## config.mk

```make
export PLATFORM = sky130hd
export DESIGN_NAME = loss_detector
export DESIGN_NICKNAME = d
export VERILOG_FILES = /design/src/rtl/loss_detector.sv
export SDC_FILE = /design/constraint.sdc
export NUM_CORES = 1
export LEC_CHECK = 0
export CAP_MARGIN = 20
export CORE_ASPECT_RATIO = 0.9
export CORE_UTILIZATION = 50
export CTS_CLUSTER_SIZE = 20
export DETAILED_ROUTE_END_ITERATION = 8
export HOLD_SLACK_MARGIN = 0.06
export MAX_ROUTING_LAYER = met4
export PLACE_DENSITY_LB_ADDON = 0.1
export SLEW_MARGIN = 20
export SYNTH_ARGS = -nofsm -noshare
export SYNTH_HDL_FRONTEND = slang
export SYNTH_SLANG_ARGS = --single-unit
```

## constraint.sdc

```tcl
create_clock -name clock -period 5.6 [get_ports clock]
set_input_delay 1.12 -clock clock [delete_from_list [all_inputs] [get_ports clock]]
set_output_delay 1.12 -clock clock [all_outputs]
set_load 0.01 [all_outputs]
```

## src/rtl/loss_detector.sv

```systemverilog
// loss_detector -- game supervisor for the bird column.
//
// Runs the IDLE/PLAY/OVER game FSM, detects collisions, fall-off and pipe
// passes on each game tick, and keeps a saturating 2-digit BCD score.
//
// Ports:
//   clock       in   system clock
//   reset       in   synchronous, active-high
//   KEY0        in   flap/start button, active-high, already synchronized
//   birdCol     in   [7:0] bird cell lightOn vector, bit7 = top row
//   pipeCol     in   [7:0] pipe pixels in the bird column, bit7 = top row
//   lossDetect  out  1 while in OVER (fans out to every bird cell)
//   playing     out  1 while in PLAY
//   score       out  [7:0] BCD score, [7:4] tens, [3:0] units
//
// Optional feature: define CEILING_LOSS_EN to make the top row
// (birdCol[7]) a losing position during PLAY.

module loss_detector #(
    parameter logic [10:0] TICK_MAX    = 11'd1791,
    parameter int          EMPTY_TICKS = 2,
    parameter int          OVER_HOLD   = 4
) (
    input  logic       clock,
    input  logic       reset,
    input  logic       KEY0,
    input  logic [7:0] birdCol,
    input  logic [7:0] pipeCol,
    output logic       lossDetect,
    output logic       playing,
    output logic [7:0] score
);

    localparam int EW = $clog2(EMPTY_TICKS + 1);
    localparam int HW = $clog2(OVER_HOLD + 1);
    localparam logic [EW-1:0] EMPTY_MAX = EW'(EMPTY_TICKS);
    localparam logic [HW-1:0] HOLD_MAX  = HW'(OVER_HOLD);

    typedef enum logic [1:0] {
        IDLE = 2'd0,
        PLAY = 2'd1,
        OVER = 2'd2
    } state_t;

    state_t        state_q;
    logic [10:0]   div_q;
    logic          key_q;
    logic [7:0]    pipe_q;
    logic [EW-1:0] empty_q;
    logic [HW-1:0] hold_q;
    logic [7:0]    score_q;
    logic          loss_q;
    logic          play_q;

    logic          tick;
    logic          press;
    logic          bird_empty;
    logic [EW-1:0] empty_d;
    logic          fall_off;
    logic          collision;
    logic          ceiling;
    logic          loss;
    logic          pass;
    logic [7:0]    score_d;

    assign tick  = (div_q == TICK_MAX);
    assign press = KEY0 & ~key_q;

    assign bird_empty = (birdCol == 8'h00);
    assign empty_d    = empty_q + EW'(1);
    assign fall_off   = bird_empty && (empty_d >= EMPTY_MAX);
    assign collision  = |(birdCol & pipeCol);

`ifdef CEILING_LOSS_EN
    assign ceiling = birdCol[7];
`else
    assign ceiling = 1'b0;
`endif

    assign loss = collision | ceiling | fall_off;
    // A pipe has been cleared when the column goes from occupied to empty.
    assign pass = (pipe_q != 8'h00) && (pipeCol == 8'h00);

    // Saturating BCD increment.
    always_comb begin
        score_d = score_q;
        if (score_q != 8'h99) begin
            if (score_q[3:0] == 4'd9) begin
                score_d = {score_q[7:4] + 4'd1, 4'd0};
            end else begin
                score_d = {score_q[7:4], score_q[3:0] + 4'd1};
            end
        end
    end

    always_ff @(posedge clock) begin
        if (reset) begin
            state_q <= IDLE;
            div_q   <= '0;
            key_q   <= 1'b0;
            pipe_q  <= '0;
            empty_q <= '0;
            hold_q  <= '0;
            score_q <= 8'h00;
            loss_q  <= 1'b0;
            play_q  <= 1'b0;
        end else begin
            div_q <= tick ? 11'd0 : div_q + 11'd1;
            key_q <= KEY0;
            if (tick) pipe_q <= pipeCol;

            case (state_q)
                IDLE: begin
                    loss_q <= 1'b0;
                    play_q <= 1'b0;
                    if (press) begin
                        state_q <= PLAY;
                        play_q  <= 1'b1;
                        score_q <= 8'h00;
                        empty_q <= '0;
                    end
                end
                PLAY: begin
                    if (tick) begin
                        empty_q <= bird_empty ? empty_d : '0;
                        if (loss) begin
                            // Loss beats a simultaneous pass: score not bumped.
                            state_q <= OVER;
                            loss_q  <= 1'b1;
                            play_q  <= 1'b0;
                            hold_q  <= '0;
                        end else if (pass) begin
                            score_q <= score_d;
                        end
                    end
                end
                OVER: begin
                    if (press && hold_q == HOLD_MAX) begin
                        state_q <= IDLE;
                        loss_q  <= 1'b0;
                    end else if (tick && hold_q != HOLD_MAX) begin
                        hold_q <= hold_q + HW'(1);
                    end
                end
                default: begin
                    state_q <= IDLE;
                    loss_q  <= 1'b0;
                    play_q  <= 1'b0;
                end
            endcase
        end
    end

    assign lossDetect = loss_q;
    assign playing    = play_q;
    assign score      = score_q;

endmodule

```

==> qor.yml <==
synthesis:
  synth-edff-count: 0
  simple_gate_share_pct: 25.6
  synth-seq-cells: 37
  syn-mean-instance-area_um2: 8.75
  ff_type: "dfxtp_1"
place:
  dpl_cell_area_um2: 2110
  port_buffers: 28
sta:
  setup_viol: 0
  finalClockPeriodUsage_pct: 54.6
outcome:
  status: "finished clean"
worst_hold_path:
  min-delay-start: "playing$_SDFFE_PP0P_"
floorplanning:
  die-area_um2: 3810
route:
  route.detailed.wl_per_inst_um: 12.9
  route.met3.wl_um: 96
clocking:
  h-tree-depth: 2
  hold_buffers: 0
  cts_setup_buffers: 0
  clockBufferDepth: 2
worst_setup_path:
  reg2regPathDepth: 6
  endpoint: "score[5]$_SDFFE_PP0P_"
  endpoint_kind: "flop"
  r2r-start: "state_q[0]$_SDFFE_PP0P_"
power_and_ir_drop:
  power_frac_clock_pct: 37.4
  power.total_w: 0.000516
  clk-power_w: 0.000193
  internal_power_w: 0.000390
finish:
  logic_gate_count: 155
global_routing:
  grt_usage_pct: 21.8
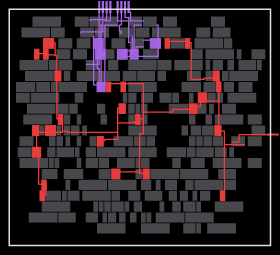
Figure 1: wires at chosen ports, followed through buffers.
Scale: 4 px per µm.
legend:
  reset:
    color: red
    direction: input
    edge: right
    end_cells: 26
    wire: 226 µm
  birdCol:
    color: purple
    direction: input
    edge: top
    end_cells: 6
    wire: 163 µm

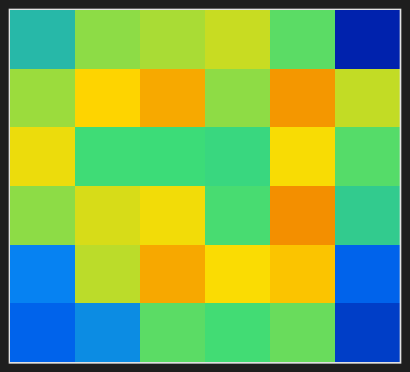
Figure 2: placement density heat map.
Scale: 6 px per µm. The die is cut into 6 by 6 equal tiles; dark blue is low, red is high, 0 to 100% covered.
tiles over 75% full: 17%
fullest tile: 84%
emptiest ninth of the die: bottom left

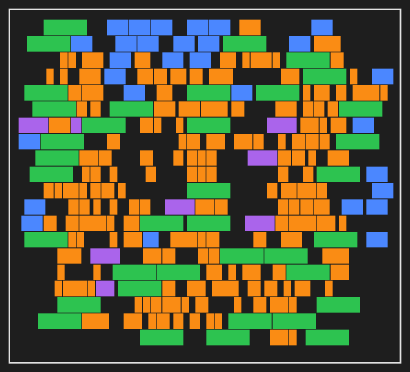
Figure 3: cell classes on the final placement.
Scale: 6 px per µm.
legend:
  remaining logic cells:
    color: orange
    cells: 161
    share_of_their_area: 48%
  registers:
    color: green
    cells: 37
    share_of_their_area: 34%
  clock drivers and dummy loads:
    color: purple
    cells: 8
    share_of_their_area: 4.5%
  remaining buffers and delay cells:
    color: blue
    cells: 29
    share_of_their_area: 13%
Final Cell Area: 2200 µm²
sequential cell area share: 33.6%
core area: 3400 µm²

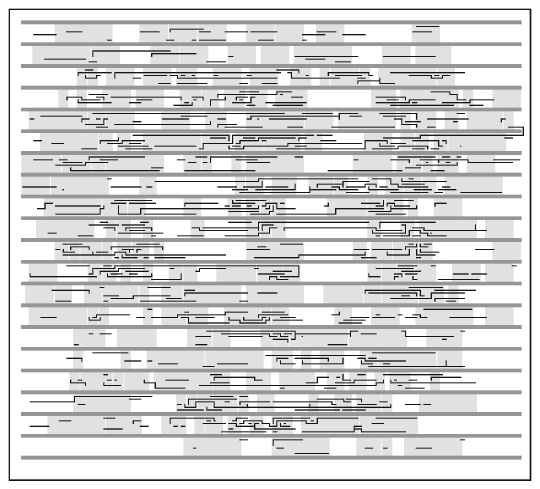
Figure 4: the metal 1 layer.
Scale: 8 px per µm. Supply wires on this layer in gray. Cells faint in the background.
nets with wire on the layer: 233
share of all routed wire: 49%
wire length on this layer: 1770 µm
main direction: horizontal
longest straight run: 23.9 µm
Routed Wire Length: 3610 µm
via count: 1530
met1 Usage GRT: 26.4%

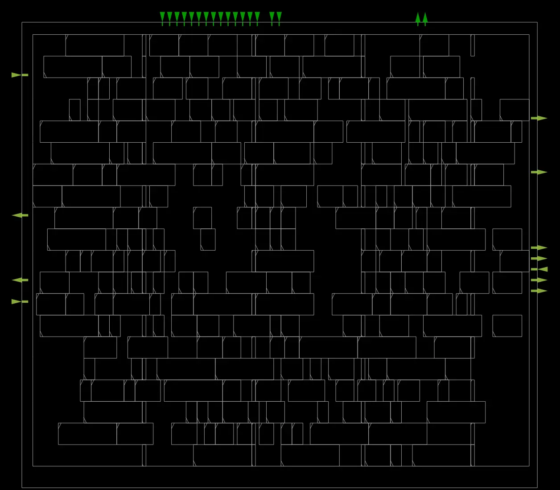
Figure 5: cell outlines without signal wires.
FP Rows: 20
Finished Core Util: 64.7%
Fillers: 313
n_taps: 44

